`src/rtl/chip8_mem_pkg.sv`:
```
// Shared types and constants for the CPU-side MemoryManager burst controller.
package chip8_mem_pkg;

  // Transfer sequencer states.
  typedef enum logic [2:0] {
    IDLE,
    READ,
    WRITE,
    SETTLE,
    DONE
  } xfer_state_t;

  localparam int         BURST_LEN   = 16;
  localparam logic [1:0] PHASE_READ  = 2'b00;
  localparam logic [1:0] PHASE_WRITE = 2'b01;

endpackage

```
`src/rtl/mem_transfer_ctrl.sv`:
```
// Initiator for MemoryManager bursts: one read (16 B) or write (1-16 B) per
// request, plus idle-time opcode fetch upkeep at pc.
module mem_transfer_ctrl #(
  parameter int ADDR_W    = 12,
  parameter int BURST_LEN = 16
) (
  input  logic                         clk,
  input  logic                         reset_n,
  input  logic                         req_valid,
  output logic                         req_ready,
  input  logic                         req_write,
  input  logic [ADDR_W-1:0]            req_addr,
  input  logic [$clog2(BURST_LEN)-1:0] req_count,
  input  logic [8*BURST_LEN-1:0]       req_data,
  output logic                         done,
  output logic [8*BURST_LEN-1:0]       rd_data,
  input  logic [ADDR_W-1:0]            pc,
  output logic                         opcode_valid,
  output logic [ADDR_W-1:0]            mem_address,
  output logic                         mem_write_enable,
  output logic [$clog2(BURST_LEN)-1:0] mem_write_count,
  output logic [8*BURST_LEN-1:0]       mem_write_buffer,
  output logic [$clog2(BURST_LEN)+1:0] mem_addr_counter,
  input  logic [8*BURST_LEN-1:0]       mem_read_buffer
);
  import chip8_mem_pkg::*;

  localparam int             IDX_W    = $clog2(BURST_LEN);
  localparam logic [IDX_W-1:0] IDX_LAST = IDX_W'(BURST_LEN - 1);

  xfer_state_t      state, state_nxt;
  logic [IDX_W-1:0] idx;
  logic             tgl;
  logic             accept;
  logic [1:0]       seen, seen_cur;
  logic [ADDR_W-1:0] pc_q;

  assign accept   = req_valid && (state == IDLE);
  assign seen_cur = tgl ? 2'b10 : 2'b01;

  // State register.
  always_ff @(posedge clk or negedge reset_n) begin
    if (!reset_n) state <= IDLE;
    else          state <= state_nxt;
  end

  // Next-state and memory-side strobes; counter is a pure function of state.
  always_comb begin
    state_nxt        = state;
    req_ready        = 1'b0;
    done             = 1'b0;
    mem_write_enable = 1'b0;
    mem_addr_counter = '0;
    case (state)
      IDLE: begin
        req_ready        = 1'b1;
        mem_addr_counter = {PHASE_READ, {(IDX_W-1){1'b0}}, tgl};
        if (req_valid) state_nxt = req_write ? WRITE : READ;
      end
      READ: begin
        mem_addr_counter = {PHASE_READ, idx};
        if (idx == IDX_LAST) state_nxt = SETTLE;
      end
      SETTLE: begin
        // Re-presents byte 0 so the last fetched byte is in read_buffer.
        state_nxt = DONE;
      end
      WRITE: begin
        mem_write_enable = 1'b1;
        mem_addr_counter = {PHASE_WRITE, idx};
        if (idx == mem_write_count) state_nxt = DONE;
      end
      DONE: begin
        done      = 1'b1;
        state_nxt = IDLE;
      end
      default: state_nxt = IDLE;
    endcase
  end

  // Byte index advances while a burst stays in its data state, else restarts at 0.
  always_ff @(posedge clk or negedge reset_n) begin
    if (!reset_n)
      idx <= '0;
    else if ((state == READ || state == WRITE) && state_nxt == state)
      idx <= idx + 1'b1;
    else
      idx <= '0;
  end

  // Idle toggle drives the two-byte opcode fetch.
  always_ff @(posedge clk or negedge reset_n) begin
    if (!reset_n)           tgl <= 1'b0;
    else if (state == IDLE) tgl <= ~tgl;
    else                    tgl <= 1'b0;
  end

  // Request latches hold until the next accept.
  always_ff @(posedge clk or negedge reset_n) begin
    if (!reset_n) begin
      mem_address      <= '0;
      mem_write_count  <= '0;
      mem_write_buffer <= '0;
    end else if (accept) begin
      mem_address      <= req_addr;
      mem_write_count  <= req_count;
      mem_write_buffer <= req_data;
    end
  end

  // Read result captured as SETTLE exits; writes never touch it.
  always_ff @(posedge clk or negedge reset_n) begin
    if (!reset_n)             rd_data <= '0;
    else if (state == SETTLE) rd_data <= mem_read_buffer;
  end

  // Opcode coherence: both fetch halves must be presented under one stable pc.
  always_ff @(posedge clk or negedge reset_n) begin
    if (!reset_n) begin
      pc_q         <= '0;
      seen         <= '0;
      opcode_valid <= 1'b0;
    end else begin
      pc_q <= pc;
      if (state != IDLE || accept) begin
        seen         <= '0;
        opcode_valid <= 1'b0;
      end else if (pc != pc_q) begin
        seen         <= seen_cur;
        opcode_valid <= 1'b0;
      end else begin
        seen         <= seen | seen_cur;
        opcode_valid <= &(seen | seen_cur);
      end
    end
  end

endmodule

```
`config.mk`:
```
export PLATFORM = sky130hd
export DESIGN_NAME = mem_transfer_ctrl
export DESIGN_NICKNAME = d
export VERILOG_FILES = /design/src/rtl/chip8_mem_pkg.sv /design/src/rtl/mem_transfer_ctrl.sv
export SDC_FILE = /design/constraint.sdc
export NUM_CORES = 1
export LEC_CHECK = 0
export CORE_AREA = 5 5 221 223
export CTS_CLUSTER_DIAMETER = 50
export DETAILED_ROUTE_END_ITERATION = 6
export DIE_AREA = 0 0 226 228
export PLACE_DENSITY = 0.52
export SLEW_MARGIN = 20
export SYNTH_ARGS = -nofsm -noshare
export SYNTH_HDL_FRONTEND = slang
export SYNTH_SLANG_ARGS = --single-unit
```
`constraint.sdc`:
```
create_clock -name clk -period 4.73 [get_ports clk]
set_input_delay 1.419 -clock clk [delete_from_list [all_inputs] [get_ports clk]]
set_output_delay 1.419 -clock clk [all_outputs]
set_load 0.03 [all_outputs]
```
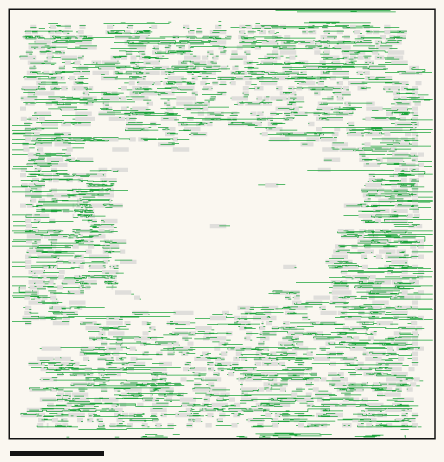
**Above:** met1 routing.
Scale bar: 50 um.
share of all routed wire	37%
longest straight run	61.2 um
nets with wire on the layer	1,410
main direction	horizontal
wire length on this layer	14,700 um
post-detailed-routing wire length: 39.3 mm
detailed-route via count: 7,821
met1 track demand over resource in global routing: 16.4%

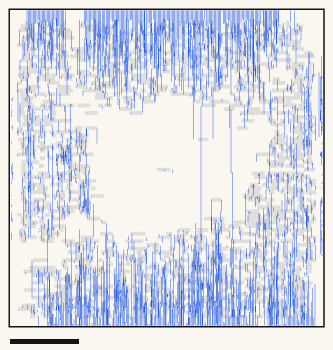
**Above:** the metal 2 layer.
Scale bar: 50 um.
share of all routed wire	53%
nets with wire on the layer	1,454
main direction	vertical
longest straight run	103 um
GR met2 Demand/Resource: 26.5%

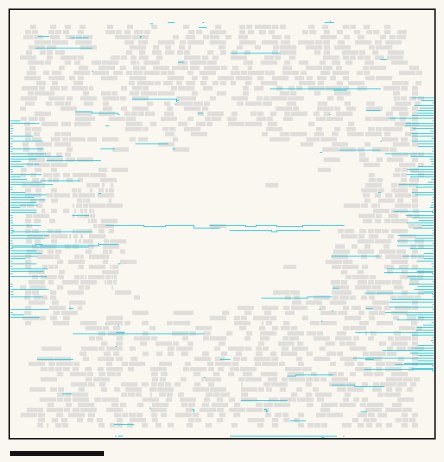
**Above:** met3 routing.
Scale bar: 50 um.
wire length on this layer	2,760 um
share of all routed wire	7.0%
GRT met3 Usage: 4.28%

==> impl_report.txt <==
==== FLOW RESULTS ====
----------------------------------------------------
[Timing]
  Setup clock skew after layout ........................ approximately 19 ps
  Max-slew violation total from the final report ........................ 0
  Peak clock frequency supported by timing ........................ about 260 MHz
  Setup violation total in the final timing report ........................ 0
  Unrepaired setup endpoints after global routing ........................ no
  Final critical path time including I/O delays and setup ........................ a little under 4000 ps
  Setup Total Neg Slack ........................ 0 ps

[Yosys]
  Nets at Floorplan ........................ ~960
  Mux area share ........................ between 30% and 40%
  Yosys simple share ........................ around 1.7%
  Leading post-synthesis cells by cell area ........................ sky130_fd_sc_hd__dfrtp_1 (62%), sky130_fd_sc_hd__mux2_4 (20%), sky130_fd_sc_hd__mux2_2 (9.7%), sky130_fd_sc_hd__buf_6 (1.5%), sky130_fd_sc_hd__xnor2_1 (1.2%)
  Seq/Total Area, Yosys ........................ between 60% and 70%
  Flip-flop and latch count after synthesis ........................ 295
  Most common cell in the netlist ........................ sky130_fd_sc_hd__dfrtp_1
  Async set-reset flop share out of synthesis ........................ 100%
  Yosys cell types ........................ 35
  Cells in synth_stat.txt ........................ 671
  Post-synthesis average cell area ........................ ~18 um2
  Main logic family ........................ multiplexers
  Most frequently used flop master after synthesis ........................ sky130_fd_sc_hd__dfrtp_1
  XORs/XNORs by Area ........................ between 1 and 1.5%
  Chip area line of the yosys report ........................ around 0.012 mm2

[Power and ir drop]
  Proportion of power drawn by combinational gates ........................ ~50%
  P per Cell Area ........................ 820 mW/mm2
  Relative contribution of sequential cells to total power ........................ 27.9%
  Combinational power ........................ between 0.008 and 0.009 W
  P_seq ........................ 0.00450 W
  Worst-case vdd ir drop ........................ 0.397 mV
  Internal power of the cells ........................ 0.0101 W
  Static leakage ........................ between 8 and 9 nW

[Clocking]
  H-tree depth ........................ 2
  Clock-pin transition on the worst setup and hold timing paths ........................ ~50 ps
  Clock Sink Count ........................ about 300
  Root cell of the clock tree ........................ sky130_fd_sc_hd__clkbuf_16
  Hold buffer count at CTS ........................ 0
  Clock insertion delay at the later pin of the skew report ........................ between 500 and 600 ps
  TritonCTS clock tree ........................ built

[Finish]
  Commonest non-fill, non-tap cell in the layout ........................ sky130_fd_sc_hd__clkdlybuf4s50_1
  Share of cells above drive strength 1 ........................ a little over a quarter
  Largest registers ........................ mem_write_buffer x128, rd_data x128
  Layout-stage area growth over the synthesis result ........................ 65.1%
  Top library cells by usage in the layout, fill and taps aside ........................ sky130_fd_sc_hd__clkdlybuf4s50_1 (567), sky130_fd_sc_hd__dfrtp_1 (295), sky130_fd_sc_hd__mux2_4 (160), sky130_fd_sc_hd__mux2_2 (103), sky130_fd_sc_hd__clkbuf_16 (45)

[Route]
  Routed met1 length ........................ 14.7 mm
  First-iteration detailed-routing DRC count ........................ between 200 and 300
  Detailed-routed wire length on met3 ........................ roughly 2.8 mm
  Via/cell ratio ........................ approximately 4.1

[Critical path]
  End point of the critical path ........................ mem_addr_counter[2]
  Arrival time of data at the critical path endpoint ........................ 2460 ps
  Critical Setup Path Class ........................ flop to primary output
  Critical path depth ........................ 5
  CP startpoint ........................ state[0]
  Endpoint required time on the critical path ........................ 3310 ps
  Setup crit start kind ........................ flop
  Kind of cell adding the most delay to the critical path ........................ buffers and inverters
  Critical path's slowest cell ........................ sky130_fd_sc_hd__clkdlybuf4s50_1
  R2R setup slack ........................ around 2100 ps
  Maximum fanout along the worst path ........................ 10

[Placed design]
  Detailed-placement wirelength estimate ........................ 29.7 mm
  Post-placement cell count ........................ 1,822

[Floorplanning]
  # IOs ........................ about 570
  Die extent in y ........................ approximately 230 um
  Standard-cell rows ........................ about 80
  Fp_density ........................ between 20% and 30%

[Hold path]
  Worst hold path depth ........................ 1

[Global routing]
  Initial antenna violation count ........................ 2
  First-pass GRT wire length ........................ between 50 and 60 mm
  Via count of the first global-routing pass ........................ 8,664

[Flow run]
  Stage-log warning count ........................ 26

[Run status]
  Outcome ........................ completed

----------------------------------------------------
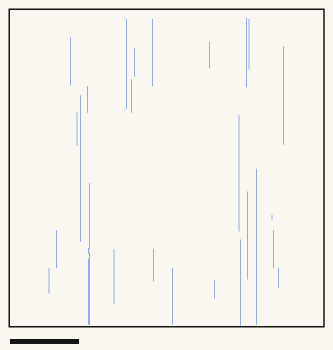
**Above:** the metal 4 layer.
Scale bar: 50 um.
share of all routed wire	3.0%
nets with wire on the layer	15
wire length on this layer	1,190 um
main direction	vertical

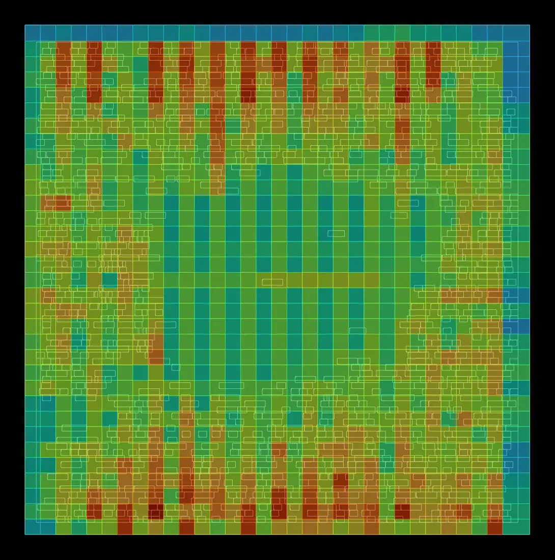
**Above:** track usage over the die.
wire length per cell after detailed routing: 20.7 um
GRT busiest layer: met2
core utilization of the finished layout: 42.5%
Global Route Usage Sum: 14.7%

## stage by stage
step / worst slack, ps / hold WS [ps] / util, % / area (um2)
6_report: 854 / 491 / 42.5 / 19700
5_1_grt: 678 / 506 / 42.5 / 19700
3_3_place_gp: 1330 / 475 / 39.1 / 18100
3_5_place_dp: 1280 / 482 / 39.1 / 18100
4_1_cts: 791 / 494 / 42.5 / 19700
2_1_floorplan: 1900 / 482 / - / 11900
## cell type report
class / count / area [um2]
fill: 4305 / 26700
sequential: 295 / 7380
timing repair buffer: 578 / 5840
multi-input combinational: 339 / 4130
clock buffer: 59 / 1250
tap: 607 / 759
clock inverter: 15 / 318
inverter: 3 / 11.3
antenna: 1 / 2.50
Power figures rest on the tool's default switching activity, not on a simulated workload.
